Run 1, clock distribution:
(4 px per um)
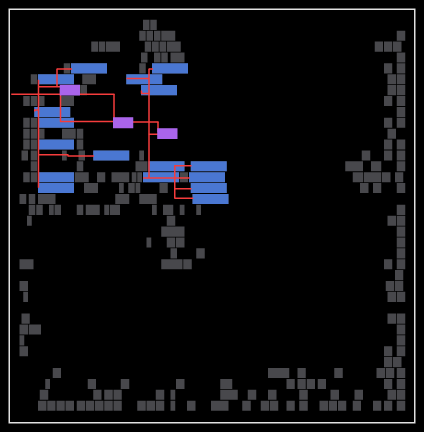
Run 1, metal 3:
(4 px per um) Cells faint in the background.
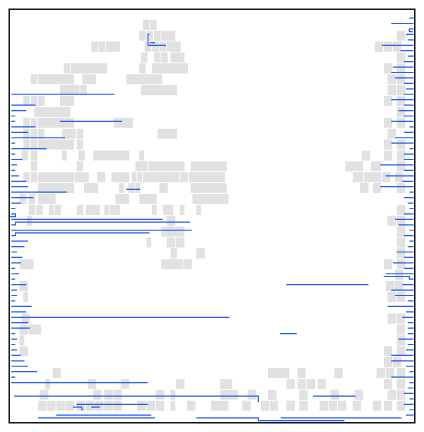
Run 1, cell density map:
(4 px per um) 10 x 10 tiles, from dark blue (low) to red (high), 0 to 100% covered.
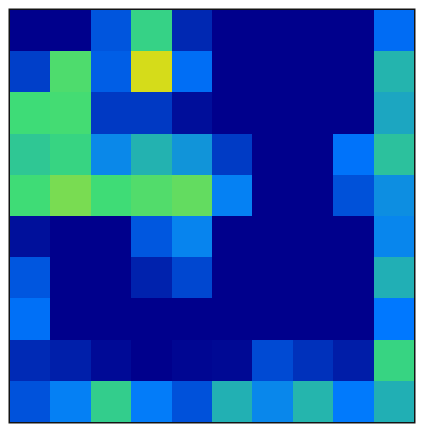
## config.mk

```make
export PLATFORM = sky130hd
export DESIGN_NAME = mem_port_arbiter
export DESIGN_NICKNAME = d
export VERILOG_FILES = /design/src/rtl/mem_pkg.sv /design/src/rtl/mem_addr_check.sv /design/src/rtl/mem_port_arbiter.sv
export SDC_FILE = /design/constraint.sdc
export NUM_CORES = 1
export LEC_CHECK = 0
export ABC_AREA = 0
export CORE_AREA = 2 2 99 101
export CTS_BUF_LIST = sky130_fd_sc_hd__clkbuf_8
export DETAILED_ROUTE_END_ITERATION = 10
export DIE_AREA = 0 0 101 103
export DONT_BUFFER_PORTS = 1
export HOLD_SLACK_MARGIN = 0.08
export SLEW_MARGIN = 20
export SYNTH_ARGS = -nofsm -noshare
export SYNTH_HDL_FRONTEND = slang
export SYNTH_SLANG_ARGS = --single-unit
```

## constraint.sdc

```tcl
create_clock -name clk -period 3.5 [get_ports clk]
set_clock_uncertainty 0.1 [all_clocks]
set_input_delay 0.525 -clock clk [delete_from_list [all_inputs] [get_ports clk]]
set_output_delay 0.525 -clock clk [all_outputs]
set_load 0.01 [all_outputs]
```

## src/rtl/mem_pkg.sv

```systemverilog
// Shared definitions for the NPC memory-port arbiter.
//   BASE_ADDR_DEFAULT : byte address mapped to RAM word 0
//   rsp_type_e        : which requester owns a pipelined response
//   fault_cause_e     : access-fault causes, reserved for the trap logic
//   rsp_stage_t       : contents of the one-stage response register
package mem_pkg;

    localparam logic [31:0] BASE_ADDR_DEFAULT = 32'h8000_0000;

    typedef enum logic {
        RSP_IF = 1'b0,
        RSP_D  = 1'b1
    } rsp_type_e;

    typedef enum logic [1:0] {
        FAULT_NONE  = 2'd0,
        FAULT_RANGE = 2'd1,
        FAULT_ALIGN = 2'd2
    } fault_cause_e;

    typedef struct packed {
        logic      valid;
        rsp_type_e rsp_type;
        logic      is_write;
        logic      err;
    } rsp_stage_t;

endpackage

```

## src/rtl/mem_addr_check.sv

```systemverilog
// Combinational byte-address to RAM-word translation with range/alignment check.
//   addr  : byte address from a requester
//   fault : address outside the RAM window or not word aligned
//   index : RAM word index (meaningful only when fault is low)
module mem_addr_check
    import mem_pkg::*;
#(
    parameter logic [31:0] BASE_ADDR  = BASE_ADDR_DEFAULT,
    parameter int unsigned DEPTH_LOG2 = 10
) (
    input  logic [31:0]           addr,
    output logic                  fault,
    output logic [DEPTH_LOG2-1:0] index
);

    // Window size in bytes; one extra bit so DEPTH_LOG2 = 30 still fits.
    localparam logic [32:0] SPAN = 33'(1) << (DEPTH_LOG2 + 2);

    logic [31:0] off;
    logic        range_fault;
    logic        align_fault;

    always_comb begin
        // Wraparound subtraction makes addresses below the base look huge.
        off         = addr - BASE_ADDR;
        range_fault = {1'b0, off} >= SPAN;
        align_fault = off[1:0] != 2'b00;
        fault       = range_fault | align_fault;
        index       = off[DEPTH_LOG2+1:2];
    end

endmodule

```

## src/rtl/mem_port_arbiter.sv

```systemverilog
// Shares the single-port 32x1024 block RAM between NPC instruction fetch and data access.
//   clk, rst        : clock and asynchronous active-high reset
//   if_req_*        : fetch request (valid/addr) and combinational ready
//   if_rsp_*        : fetch response (valid/data/err), one cycle after grant
//   d_req_*         : data request (valid/addr/wstrb/wdata), wstrb == 0 is a read
//   d_rsp_*         : data response (valid/data/err); data is 0 for write acks
//   ram_*           : RAM word address, byte write enables, write data, read data
// Data wins by default; a pending fetch is forced through after MAX_D_STREAK
// consecutive data grants. MAX_D_STREAK must be at least 1.
module mem_port_arbiter
    import mem_pkg::*;
#(
    parameter logic [31:0] BASE_ADDR    = BASE_ADDR_DEFAULT,
    parameter int unsigned DEPTH_LOG2   = 10,
    parameter int unsigned MAX_D_STREAK = 4
) (
    input  logic                  clk,
    input  logic                  rst,
    input  logic                  if_req_valid,
    input  logic [31:0]           if_req_addr,
    output logic                  if_req_ready,
    output logic                  if_rsp_valid,
    output logic [31:0]           if_rsp_data,
    output logic                  if_rsp_err,
    input  logic                  d_req_valid,
    input  logic [31:0]           d_req_addr,
    input  logic [3:0]            d_req_wstrb,
    input  logic [31:0]           d_req_wdata,
    output logic                  d_req_ready,
    output logic                  d_rsp_valid,
    output logic [31:0]           d_rsp_data,
    output logic                  d_rsp_err,
    output logic [DEPTH_LOG2-1:0] ram_addr,
    output logic [3:0]            ram_wen,
    output logic [31:0]           ram_din,
    input  logic [31:0]           ram_dout
);

    localparam int unsigned         STREAK_W   = $clog2(MAX_D_STREAK + 1);
    localparam logic [STREAK_W-1:0] STREAK_MAX = STREAK_W'(MAX_D_STREAK);

    logic [STREAK_W-1:0]   streak_q, streak_d;
    logic [DEPTH_LOG2-1:0] ram_addr_q, ram_addr_d;
    rsp_stage_t            rsp_q, rsp_d;

    logic                  if_grant, d_grant;
    logic                  if_fault, d_fault;
    logic                  d_is_write;
    logic [DEPTH_LOG2-1:0] if_index, d_index;
    logic [31:0]           rd_data;

    mem_addr_check #(
        .BASE_ADDR  (BASE_ADDR),
        .DEPTH_LOG2 (DEPTH_LOG2)
    ) u_if_check (
        .addr  (if_req_addr),
        .fault (if_fault),
        .index (if_index)
    );

    mem_addr_check #(
        .BASE_ADDR  (BASE_ADDR),
        .DEPTH_LOG2 (DEPTH_LOG2)
    ) u_d_check (
        .addr  (d_req_addr),
        .fault (d_fault),
        .index (d_index)
    );

    // Grant and next-state logic.
    always_comb begin
        d_grant    = d_req_valid && !(if_req_valid && (streak_q == STREAK_MAX));
        if_grant   = if_req_valid && !d_grant;
        d_is_write = d_req_wstrb != 4'b0000;

        // Streak only measures data grants that made a fetch wait.
        if (!if_req_valid || if_grant) begin
            streak_d = '0;
        end else if (d_grant && (streak_q != STREAK_MAX)) begin
            streak_d = streak_q + 1'b1;
        end else begin
            streak_d = streak_q;
        end

        // Faulting grants park the address at 0; idle cycles hold it.
        if (d_grant) begin
            ram_addr_d = d_fault ? '0 : d_index;
        end else if (if_grant) begin
            ram_addr_d = if_fault ? '0 : if_index;
        end else begin
            ram_addr_d = ram_addr_q;
        end

        rsp_d.valid    = d_grant || if_grant;
        rsp_d.rsp_type = d_grant ? RSP_D : RSP_IF;
        rsp_d.is_write = d_grant && d_is_write;
        rsp_d.err      = d_grant ? d_fault : (if_grant && if_fault);
    end

    // Request-side outputs are forced low while reset is held.
    always_comb begin
        if_req_ready = !rst && if_grant;
        d_req_ready  = !rst && d_grant;
        ram_addr     = rst ? '0 : ram_addr_d;
        ram_wen      = (!rst && d_grant && !d_fault) ? d_req_wstrb : 4'b0000;
        ram_din      = rst ? '0 : d_req_wdata;
    end

    // Response-side outputs follow the registered stage (cleared by reset).
    always_comb begin
        rd_data      = (rsp_q.valid && !rsp_q.is_write && !rsp_q.err) ? ram_dout : '0;
        if_rsp_valid = rsp_q.valid && (rsp_q.rsp_type == RSP_IF);
        d_rsp_valid  = rsp_q.valid && (rsp_q.rsp_type == RSP_D);
        if_rsp_data  = if_rsp_valid ? rd_data : '0;
        d_rsp_data   = d_rsp_valid ? rd_data : '0;
        if_rsp_err   = if_rsp_valid && rsp_q.err;
        d_rsp_err    = d_rsp_valid && rsp_q.err;
    end

    always_ff @(posedge clk or posedge rst) begin
        if (rst) begin
            streak_q   <= '0;
            ram_addr_q <= '0;
            rsp_q      <= '0;
        end else begin
            streak_q   <= streak_d;
            ram_addr_q <= ram_addr_d;
            rsp_q      <= rsp_d;
        end
    end

endmodule

```

==> results.env, run 1 <==
FINAL-SEQ-AREA_UM2=425
PLACED_CELLS=334
SHARE_OF_POST_ROUTE_CELLS_WITH_DRIVE_STRENGTH_ABOVE_1_PCT=8.04
GLOBAL_ROUTE.USAGE.TOTAL_PCT=12.1
MOST_COMMON_CELL='sky130_fd_sc_hd__and2_1'
WORST_SLEW_PIN_SLEW_NS=0.960
POST_CTS_RESIZED=0
ANTENNA_FOUND_INITIAL=3
DP_HPWL_UM=6130
SETUP_VIOL=0
SYNTHESIZED_AREA_PER_CELL_UM2=7.63
LARGEST_REGISTERS='ram_addr_q (10), rsp_q (4), streak_q (3)'
WORST-ENDPOINT-ARRIVAL_NS=2.21
LARGEST_REGISTER_FFS=10
DETAILROUTE.VIA_COUNT=1716
POWERSEQ_mW=0.213
DRC_VIOLATION_TOTAL_AFTER_THE_FIRST_TRITONROUTE_ITERATION=48
COUNT_OF_WARNING_MESSAGES_EMITTED_BY_THE_TOOLS=27
SIGNAL_BUFFER_AREA_FRACTION_PCT=1.57
SYNTH.YOSYS.CHIP_AREA_UM2=1790
YOSYS_CELL_COUNT=234
DP_SLACK_NS=0.917
SETUP-TNS-FINAL_NS=0
ENABLE_FLOP_CELLS=0
WORST_R2R_STARTPOINT='streak_q[0]$_DFFE_PP0P_'
RUN_STATUS='complete, no violations'
CRITICAL_PATH.MAX_FANOUT=13
LARGEST_CELL_CLASS='combinational gates'
N_FILL_CELL=1031
TIMING.CRITICAL_PATH.SLOWEST_CELL_DELAY_NS=0.37
MUXSHAREOFSYNTHAREA_PCT=5.61
CHIP_AREA_UM2=10400
HOLD_PATH_CLASS='in -> async'
COMB_AREA_UM2=1260
TIMING.HOLD.WS_NS=0.0864
CTS_BUFFER_DEPTH=2
INV_COUNT=4
TAPCELLCOUNT=114
IR_WORST_VDD_uV=174
P_PER_AREA_nW_PER_UM2=248
IO_BUFFER_COUNT=0
N_CLOCK_BUFFER=3
NUMBER_OF_GLOBAL_ROUTE_VIAS_BEFORE_REPAIR=1463
P_COMB_SHARE_PCT=26.0
POWER.LEAKAGE_nW=0.762
ANT_NETS=0
## Picture notes: 'clock distribution'
legend:
  purple:
    item: cells driving clock nets
    count: 3
  blue:
    item: flip-flops
    count: 17
  red:
    item: clock wires
    length: 202 um
routed clock nets: 4
clock network power share: 29.1%
Clk Latency, worst-skew pair: 0.24 ns
power attributed to the clock group: 0.138 mW

## Picture notes: 'metal 3'
share of all routed wire: 13%
longest straight run: 61.0 um
main direction: horizontal
WL final: 7060 um
GR Layer Usage met3: 5.63%

## Picture notes: 'cell density map'
fullest tile: 70%
mean over tiles: 17%
nearly empty tiles: 41%
initial standard-cell utilization of the core: 18.9%
Post-Route Utilization: 20.2%
standard cell core area: 9460 um^2

Run 1, wires at chosen ports, followed through buffers:
(3 px per um)
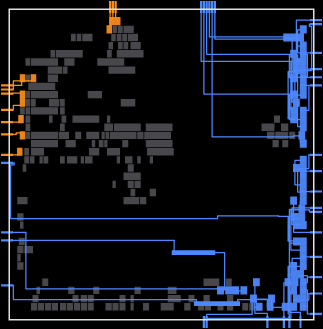

--- run 2 (diff from run 1) ---
clock period = 2.96 ns   (was 3.5 ns; I/O delays follow)
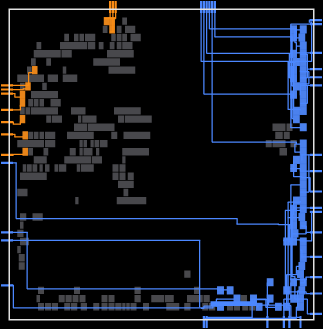
Run 2: wires at chosen ports, followed through buffers
(3 px per um)
legend:
  orange:
    port: ram_addr
    bits: 10
    direction: output
    edge: 7 left, 3 top
    end_cells: 10
    buffers: 0
    wire: 55.3 um
  blue:
    port: ram_dout
    bits: 32
    direction: input
    edge: 16 right, 6 bottom, 6 top, 4 left
    end_cells: 64
    buffers: 0
    wire: 1310 um
buffers added on ports: 0
I/O pin count: 252

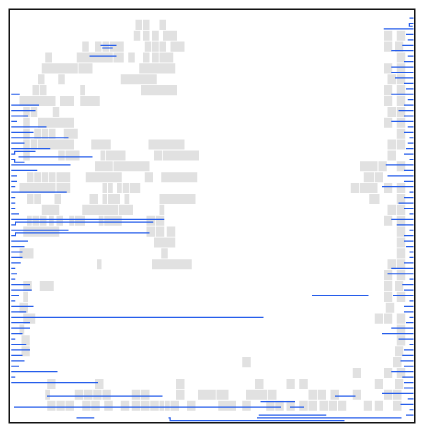
Run 2: metal 3
(4 px per um) Cells faint in the background.
longest straight run: 66.5 um
share of all routed wire: 12%
main direction: horizontal
WL final: 7070 um
GR Layer Usage met3: 5.22%
vias after detailed routing: 1750

==> run 2 against run 1 <==
  * Area after synthesis did not move
  * First-iteration DRC count fell by 40%
  * Non-clock buffer count rose by 2
  * Die area did not move
  * Clock-buffer cell count did not move
  * Via count rose by 2.0%
  * Clock power rose by 19%
  * Setup slack got worse by 0.35 ns
  * Utilization rose by 0.36 points
  * Combinational power rose by 21%
  * Sequential power rose by 18%
  * Largest power group unchanged
  * Highest routed layer unchanged
==> results.env, run 2 <==
FINAL-SEQ-AREA_UM2=425
POWERCLK_mW=0.164
TAPCELLCOUNT=114
LARGEST_REGISTERS='ram_addr_q (10), rsp_q (4), streak_q (3)'
NUMBER_OF_GLOBAL_ROUTE_VIAS_BEFORE_REPAIR=1526
P_COMB_SHARE_PCT=26.4
COMB_AREA_UM2=1270
SHARE_OF_POST_ROUTE_CELLS_WITH_DRIVE_STRENGTH_ABOVE_1_PCT=8.41
N_CLOCK_BUFFER=3
YOSYS_CELL_COUNT=234
SYNTHESIZED_AREA_PER_CELL_UM2=7.63
GLOBAL_ROUTE.USAGE.TOTAL_PCT=12.0
IR_WORST_VDD_uV=207
POST_CTS_RESIZED=0
SETUP_VIOL=0
ANT_NETS=0
RUN_STATUS='complete, no violations'
DP_HPWL_UM=6170
TIMING.HOLD.WS_NS=0.212
CLK-INSERTION-DELAY-LATE_NS=0.24
MOST_COMMON_CELL='sky130_fd_sc_hd__and2_1'
SYNTH.YOSYS.CHIP_AREA_UM2=1790
FP.COREAREA_UM2=9460
CHIP_AREA_UM2=10400
POWERSEQ_mW=0.252
PLACED_CELLS=335
FINAL_CORE_UTILIZATION_PCT=20.6
INV_COUNT=4
--- run 3 (diff from run 2) ---
CAP_MARGIN = 20   (was default)
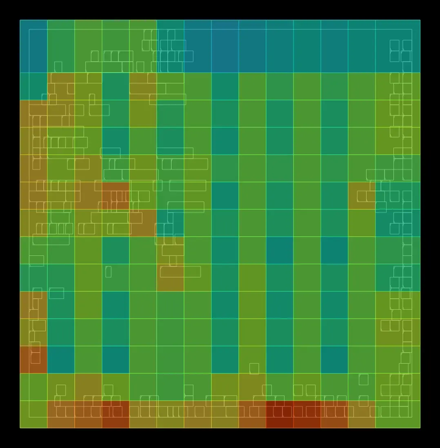
Run 3: routing congestion
met2 Track Usage GR: 19.3%
layer with the highest usage: met2
Total GRT Usage: 12.0%
DR WL/cell: 20.7 um
Post-Route Utilization: 20.6%

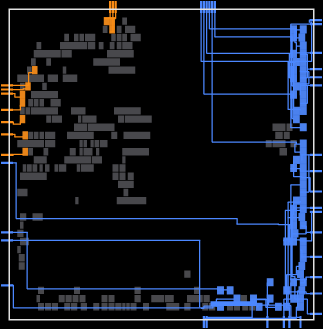
Run 3: wires at chosen ports, followed through buffers
(3 px per um)
legend:
  orange:
    port: ram_addr
    bits: 10
    direction: output
    edge: 7 left, 3 top
    end_cells: 10
    buffers: 0
    wire: 55.3 um
  blue:
    port: ram_dout
    bits: 32
    direction: input
    edge: 16 right, 6 bottom, 6 top, 4 left
    end_cells: 64
    buffers: 0
    wire: 1310 um

==> run 3 against run 2 <==
  * Final cell count stayed put
  * Non-clock buffer count unchanged
  * Final area unchanged
  * Register-to-register slack about the same
  * Total power stayed put
  * Critical path depth unchanged
  * Via count unchanged
  * Critical endpoint unchanged
  * Sequential power hardly changed
==> results.env, run 3 <==
ANTENNA_FOUND_INITIAL=3
DP_SLACK_NS=0.399
SYNTH.YOSYS.CHIP_AREA_UM2=1790
WORST_R2R_STARTPOINT='streak_q[0]$_DFFE_PP0P_'
SIGNAL_BUFFER_AREA_FRACTION_PCT=2.44
FLOORPLANUTILIZATION_PCT=18.9
INV_COUNT=4
SETUP-TNS-FINAL_NS=0
LARGEST_CELL_CLASS='combinational gates'
IOS=252
IO_BUFFER_COUNT=0
SETUP_VIOL=0
POWER.LEAKAGE_nW=0.771
NUMBER_OF_GLOBAL_ROUTE_VIAS_BEFORE_REPAIR=1526
CTS_BUFFER_DEPTH=2
LARGEST_REGISTERS='ram_addr_q (10), rsp_q (4), streak_q (3)'
PLACED_CELLS=335
COUNT_OF_WARNING_MESSAGES_EMITTED_BY_THE_TOOLS=27
CHIP_AREA_UM2=10400
DRC_VIOLATION_TOTAL_AFTER_THE_FIRST_TRITONROUTE_ITERATION=29
IR_WORST_VDD_uV=207
ENABLE_FLOP_CELLS=0
YOSYS_CELL_COUNT=234
P_PER_AREA_nW_PER_UM2=289
COMB_AREA_UM2=1270
CRITICAL_PATH.MAX_FANOUT=13
YOSYSTOPAREACELL='sky130_fd_sc_hd__and2_1'
GR-USAGE-MET3_PCT=5.22
P_COMB_SHARE_PCT=26.4
SYNTHESIZED_AREA_PER_CELL_UM2=7.63
N_CLOCK_BUFFER=3
POST_CTS_RESIZED=0
ANT_NETS=0
FINAL-SEQ-AREA_UM2=425
FP.COREAREA_UM2=9460
CLK-INSERTION-DELAY-LATE_NS=0.24
LARGEST_REGISTER_FFS=10
RUN_STATUS='complete, no violations'
ROUTED_WL_UM=7070
WORST-ENDPOINT-ARRIVAL_NS=2.11
DP_HPWL_UM=6170
CLOCK_POWER_SHARE_PCT=29.0
POWERSEQ_mW=0.252
HOLD_PATH_CLASS='in -> reg'
N_FILL_CELL=1047
MUXSHAREOFSYNTHAREA_PCT=5.61
Power and IR drop assume default switching activity.
